--- src/rtl/sigmoid_taylor_pkg.sv ---
// Shared constants for the Taylor/SGU sigmoid datapath: lambda table, shift tables, mode encoding.
// Used by sigmoid_taylor_pipe (optional `SIGMOID_TAYLOR_SAT_EN) and sigmoid_taylor_msu.
package sigmoid_taylor_pkg;

  typedef enum logic {
    MODE_SIGMOID = 1'b0,
    MODE_TANH    = 1'b1
  } mode_e;

  localparam int SAT_N    = 12;
  localparam int LAMBDA_W = 16;

  // lambda[n] = floor(2^16 * 2^n / (2^n + 1)): sigmoid value at the segment start.
  localparam logic [LAMBDA_W-1:0] SGU_LAMBDA [16] = '{
    16'h8000, 16'hAAAA, 16'hCCCC, 16'hE38E,
    16'hF0F0, 16'hF83E, 16'hFC0F, 16'hFE03,
    16'hFF00, 16'hFF80, 16'hFFC0, 16'hFFE0,
    16'hFFF0, 16'hFFF8, 16'hFFFC, 16'hFFFE
  };

  // A shift of SH_OFF clears the term for any supported accumulator width.
  localparam logic [5:0] SH_OFF = 6'd63;

  localparam logic [5:0] W_SHIFT [16] = '{
    6'd2,   6'd3,   6'd4,   6'd5,
    6'd5,   6'd6,   6'd7,   6'd8,
    6'd9,   6'd10,  6'd11,  6'd12,
    SH_OFF, SH_OFF, SH_OFF, SH_OFF
  };

  localparam logic [5:0] V_SHIFT [16] = '{
    SH_OFF, 6'd7,   6'd5,   6'd6,
    SH_OFF, SH_OFF, SH_OFF, SH_OFF,
    SH_OFF, SH_OFF, SH_OFF, SH_OFF,
    SH_OFF, SH_OFF, SH_OFF, SH_OFF
  };

endpackage

--- src/rtl/sigmoid_taylor_msu.sv ---
// Combinational multiply-shift unit: S = (t >> ws[n]) + (t >> vs[n]) + lambda[n], mod 2^ACC_W.
module sigmoid_taylor_msu
  import sigmoid_taylor_pkg::*;
#(
  parameter int ACC_W = 16
) (
  input  logic [ACC_W-1:0] i_t,
  input  logic [3:0]       i_n,
  output logic [ACC_W-1:0] o_sum
);

  logic [ACC_W-1:0] w_w;
  logic [ACC_W-1:0] w_v;
  logic [ACC_W-1:0] w_lambda;

  always_comb begin
    w_w      = i_t >> W_SHIFT[i_n];
    w_v      = i_t >> V_SHIFT[i_n];
    // The table is stored at 16 bits and scaled up to the accumulator width.
    w_lambda = ACC_W'(SGU_LAMBDA[i_n]) << (ACC_W - LAMBDA_W);
    o_sum    = w_w + w_v + w_lambda;
  end

endmodule

--- src/rtl/sigmoid_taylor_pipe.sv ---
// 3-stage pipelined sigmoid/tanh (Taylor/SGU) with valid/ready flow control and a tag sideband.
// Define SIGMOID_TAYLOR_SAT_EN to force saturated outputs when n >= SAT_N.
module sigmoid_taylor_pipe
  import sigmoid_taylor_pkg::*;
#(
  parameter int IN_W   = 12,
  parameter int FRAC_W = 8,
  parameter int OUT_W  = 12,
  parameter int TAG_W  = 4
) (
  input  logic             clk,
  input  logic             rst_n,
  input  logic             in_valid,
  output logic             in_ready,
  input  logic [IN_W-1:0]  in_x,
  input  logic             in_mode,
  input  logic [TAG_W-1:0] in_tag,
  output logic             out_valid,
  input  logic             out_ready,
  output logic [OUT_W-1:0] out_y,
  output logic [TAG_W-1:0] out_tag
);

  localparam int ACC_W = OUT_W + 4;
  localparam logic [IN_W-1:0] XP_MAX = {1'b0, {(IN_W-1){1'b1}}};
  localparam logic [IN_W-1:0] XP_MIN = {1'b1, {(IN_W-2){1'b0}}, 1'b1};
  localparam logic [IN_W-1:0] XP_NEG = {1'b1, {(IN_W-1){1'b0}}};

  // Handshake: a word moves across a boundary on the cycle where valid & ready are both high;
  // a stage loads when it is empty or its occupant moves on, so bubbles collapse.
  logic w_s1_en, w_s2_en, w_s3_en;

  logic             r_s1_v, r_s1_p, r_s1_mode;
  logic [3:0]       r_s1_n;
  logic [IN_W-1:0]  r_s1_phi_xi;
  logic [TAG_W-1:0] r_s1_tag;

  logic             r_s2_v, r_s2_p, r_s2_mode;
  logic [ACC_W-1:0] r_s2_s;
  logic [TAG_W-1:0] r_s2_tag;
`ifdef SIGMOID_TAYLOR_SAT_EN
  logic             r_s2_sat;
`endif

  logic             r_s3_v;
  logic [OUT_W-1:0] r_s3_y;
  logic [TAG_W-1:0] r_s3_tag;

  logic [IN_W-1:0]     w_x2, w_xp, w_xi, w_m, w_phi_xi;
  logic [FRAC_W+3:0]   w_m_ext;
  logic [3:0]          w_n;
  logic                w_p;
  logic [ACC_W-1:0]    w_t, w_sum;
  logic [OUT_W-1:0]    w_q, w_y;

  assign w_s3_en  = !r_s3_v | out_ready;
  assign w_s2_en  = !r_s2_v | w_s3_en;
  assign w_s1_en  = !r_s1_v | w_s2_en;
  assign in_ready = w_s1_en;

  // S1: tanh pre-scale with saturation, sign/magnitude split, x*log2(e) estimate.
  always_comb begin
    w_x2 = {in_x[IN_W-2:0], 1'b0};
    w_xp = in_x;
    if (in_mode == MODE_TANH) begin
      if (in_x[IN_W-1] != in_x[IN_W-2]) w_xp = in_x[IN_W-1] ? XP_MIN : XP_MAX;
      else if (w_x2 == XP_NEG)           w_xp = XP_MIN;
      else                               w_xp = w_x2;
    end
    w_p = w_xp[IN_W-1];
    if (!w_p)                 w_xi = w_xp;
    else if (w_xp == XP_NEG)  w_xi = XP_MAX;
    else                      w_xi = -w_xp;
    w_m      = w_xi + (w_xi >> 1) - (w_xi >> 4);
    w_m_ext  = (FRAC_W+4)'(w_m);
    w_n      = w_m_ext[FRAC_W+3:FRAC_W];
    w_phi_xi = (w_n == 4'd0) ? w_xi : {w_m_ext[FRAC_W-1:0], {(IN_W-FRAC_W){1'b0}}};
  end

  assign w_t = {r_s1_phi_xi, {(ACC_W-IN_W){1'b0}}};

  sigmoid_taylor_msu #(.ACC_W(ACC_W)) u_msu (
    .i_t   (w_t),
    .i_n   (r_s1_n),
    .o_sum (w_sum)
  );

  // S3: negating the upper field only needs the carry out of the dropped low nibble.
  always_comb begin
    if (r_s2_p) w_q = ~r_s2_s[ACC_W-1:4] + {{(OUT_W-1){1'b0}}, (r_s2_s[3:0] == 4'd0)};
    else        w_q = r_s2_s[ACC_W-1:4];
`ifdef SIGMOID_TAYLOR_SAT_EN
    if (r_s2_sat) w_q = r_s2_p ? '0 : '1;
`endif
    w_y = (r_s2_mode == MODE_TANH) ? {~w_q[OUT_W-1], w_q[OUT_W-2:0]} : w_q;
  end

  always_ff @(posedge clk or negedge rst_n) begin
    if (!rst_n) begin
      r_s1_v      <= 1'b0;
      r_s1_p      <= 1'b0;
      r_s1_mode   <= 1'b0;
      r_s1_n      <= '0;
      r_s1_phi_xi <= '0;
      r_s1_tag    <= '0;
      r_s2_v      <= 1'b0;
      r_s2_p      <= 1'b0;
      r_s2_mode   <= 1'b0;
      r_s2_s      <= '0;
      r_s2_tag    <= '0;
`ifdef SIGMOID_TAYLOR_SAT_EN
      r_s2_sat    <= 1'b0;
`endif
      r_s3_v      <= 1'b0;
      r_s3_y      <= '0;
      r_s3_tag    <= '0;
    end else begin
      if (w_s1_en) begin
        r_s1_v <= in_valid;
        if (in_valid) begin
          r_s1_p      <= w_p;
          r_s1_mode   <= in_mode;
          r_s1_n      <= w_n;
          r_s1_phi_xi <= w_phi_xi;
          r_s1_tag    <= in_tag;
        end
      end
      if (w_s2_en) begin
        r_s2_v <= r_s1_v;
        if (r_s1_v) begin
          r_s2_s    <= w_sum;
          r_s2_p    <= r_s1_p;
          r_s2_mode <= r_s1_mode;
          r_s2_tag  <= r_s1_tag;
`ifdef SIGMOID_TAYLOR_SAT_EN
          r_s2_sat  <= (r_s1_n >= 4'(SAT_N));
`endif
        end
      end
      if (w_s3_en) begin
        r_s3_v <= r_s2_v;
        if (r_s2_v) begin
          r_s3_y   <= w_y;
          r_s3_tag <= r_s2_tag;
        end
      end
    end
  end

  assign out_valid = r_s3_v;
  assign out_y     = r_s3_y;
  assign out_tag   = r_s3_tag;

endmodule

--- config.mk ---
export PLATFORM = sky130hd
export DESIGN_NAME = sigmoid_taylor_pipe
export DESIGN_NICKNAME = d
export VERILOG_FILES = /design/src/rtl/sigmoid_taylor_pkg.sv /design/src/rtl/sigmoid_taylor_msu.sv /design/src/rtl/sigmoid_taylor_pipe.sv
export SDC_FILE = /design/constraint.sdc
export NUM_CORES = 1
export LEC_CHECK = 0
export CORE_MARGIN = 5
export CORE_UTILIZATION = 50
export DETAILED_ROUTE_END_ITERATION = 16
export GPL_ROUTABILITY_DRIVEN = 0
export PLACE_DENSITY = 0.65
export SLEW_MARGIN = 20
export SYNTH_ARGS = -nofsm -noshare
export SYNTH_HDL_FRONTEND = slang
export SYNTH_SLANG_ARGS = --single-unit
--- constraint.sdc ---
create_clock -name clk -period 5.53 [get_ports clk]
set_input_delay 0.8295 -clock clk [delete_from_list [all_inputs] [get_ports clk]]
set_output_delay 0.8295 -clock clk [all_outputs]
set_load 0.01 [all_outputs]
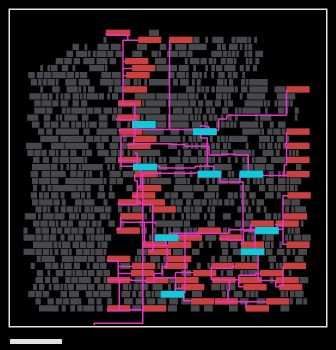
**Above:** clock distribution.
Scale bar: 20 um.
Key: magenta = clock wires [length 1000 um]; cyan = clock-net drivers [count 9]; red = flip-flops [count 63]
There are 10 routed clock nets.
clock insertion delay at the later pin of the skew report: 0.34 ns
power attributed to the clock group: 0.000669 W
share of total power in the clock network: 11.7%
Worst Clk Skew: 0.0105 ns

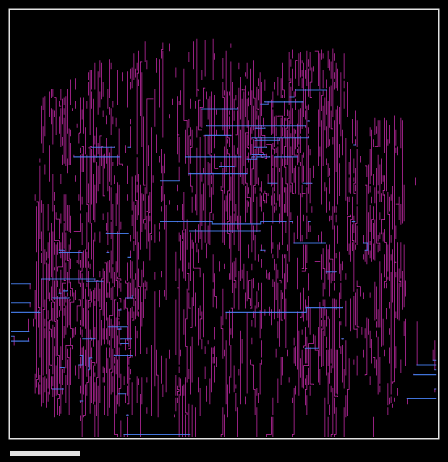
**Above:** signal wires by layer.
Scale bar: 20 um. Two of the layers only.
Key: magenta = M2 [wire length 8570 um]; blue = M3 [wire length 444 um]

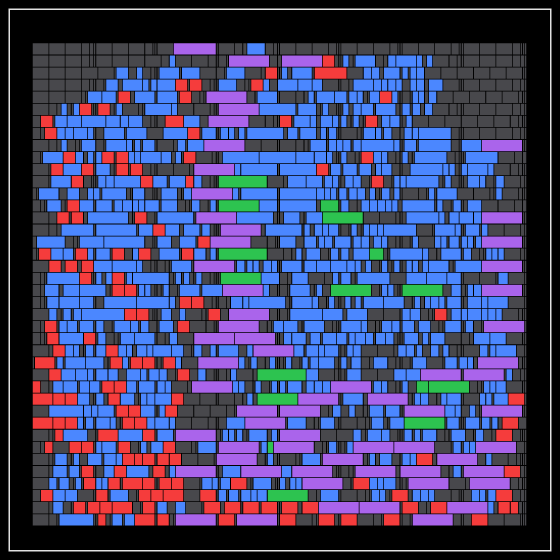
**Above:** placed cells, one colour a class.
Fill, decap, tap and diode cells in grey.
Key: red = remaining buffers and delay cells [cells 145, share of their area 15%]; blue = remaining logic cells [cells 650, share of their area 61%]; purple = registers [cells 63, share of their area 20%]; green = clock drivers and dummy loads [cells 16, share of their area 4.4%]
core utilization of the finished layout: 66.9%
final design area excluding fillers: 0.00811 mm2
Seq area share: 19.5%
area of the placeable core: 0.0121 mm2

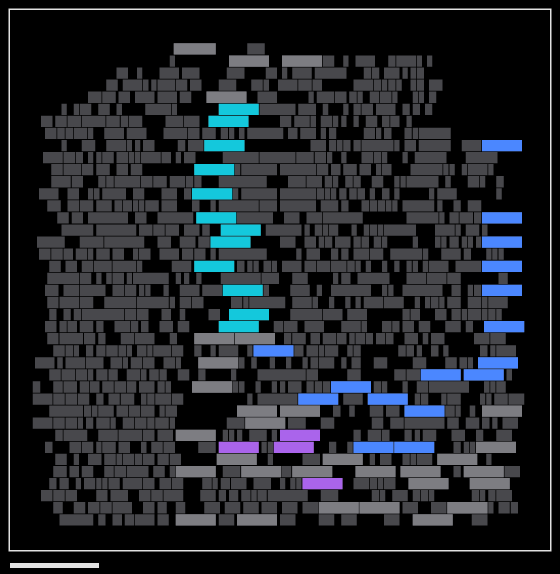
**Above:** where the registers sit.
Scale bar: 20 um. Other sequential cells in the stronger grey, the rest of the logic in the fainter grey.
Key: cyan = r_s1_phi_xi [sequential cells 12]; purple = r_s2_tag [sequential cells 4, where south]; blue = r_s2_s [sequential cells 16]
Another 31 sequential cells are not coloured.
register area: 0.00158 mm2
total sequential power: 0.000852 W

==> flow_summary_export.csv <==
group,metric,value,unit
status,outcome,"finished clean",
die,floorplan.core_util,51.5,%
detailed_routing,number_of_antenna_violating_nets_in_the_routed_design,0,
final_layout,mostFrequentLayoutCell,"sky130_fd_sc_hd__nand2_1",
final_layout,comb_area,0.00455,mm2
clocking,cts.clk_slew.worst_paths,0.06,ns
timing,final_period_minus_worst_setup_slack,5.39,ns
final_layout,top_area_cell_class,"logic gates",
pwr,static-leakage-power,3.75,nW
synth,yosysTopAreaCell,"sky130_fd_sc_hd__dfrtp_1",
synth,dominantRegCellSynth,"sky130_fd_sc_hd__dfrtp_1",
clocking,postCtsSetupRepairBufs,12,
pwr,largestPowerGroup,"combinational logic",
global_route,gr-usage-met1,28.1,%
global_route,groute.usage.overall,22.8,%
worst_setup_path,critPathTopFamily,"simple AND/OR/NAND/NOR gates",
pwr,power_report.internal_total,0.00304,W
detailed_routing,post_route_wl,16700,um
placement,pre_cts_slack,-0.555,ns
worst_setup_path,crit-reg2reg-capture,"r_s2_s[14]",
worst_setup_path,critical_path.max_fanout,6,
synth,yosys.cell_count.top_type,"sky130_fd_sc_hd__nand2_1",
synth,synth_nets,831,
placement,dpl_cell_area,0.00746,mm2
synth,yosysWarningCount,0,
worst_setup_path,critical_path.startpoint_type,"input pin",
final_layout,n_multi_input_combinational_cell,589,
placement,placed_cells_incl_taps,1009,
synth,ys_area,0.00623,mm2
final_layout,layout.cells.most_common_list,"sky130_fd_sc_hd__nand2_1 (122), sky130_fd_sc_hd__buf_4 (104), sky130_fd_sc_hd__dfrtp_1 (62)",
detailed_routing,drt_iter0_markers,322,
die,floorplan.die_area,0.0148,mm2
die,io-pin-count,39,
synth,largest_cells_by_area_after_synthesis,"sky130_fd_sc_hd__dfrtp_1 (25%), sky130_fd_sc_hd__ha_1 (9.0%), sky130_fd_sc_hd__nand2_1 (7.4%)",
pwr,relative_contribution_of_combinational_cells_to_total_power,73.5,%
detailed_routing,wl_met3,444,um
worst_setup_path,critPathCaptureType,"register",
worst_setup_path,critical-path-max-stage-delay,0.53,ns
timing,max_slew.worst_pin.slew,0.793,ns
timing,setup_viol_count_final,0,
timing,hold_ws,0.463,ns
worst_setup_path,crit_type,"input pin to register",
clocking,clk_root_buffer_cell,"sky130_fd_sc_hd__clkbuf_16",
detailed_routing,top_signal_layer_used,"met4",
timing,timing.setup.tns,0,ns
final_layout,share_of_cell_area_taken_by_multi_input_logic_gates,56.2,%
global_route,number_of_global_route_vias_before_repair,5721,
clocking,cts_buffers,9,
synth,synth-seq-cells,63,
worst_setup_path,critical_path.endpoint,"r_s1_phi_xi[10]",
Power figures rest on the tool's default switching activity, not on a simulated workload.
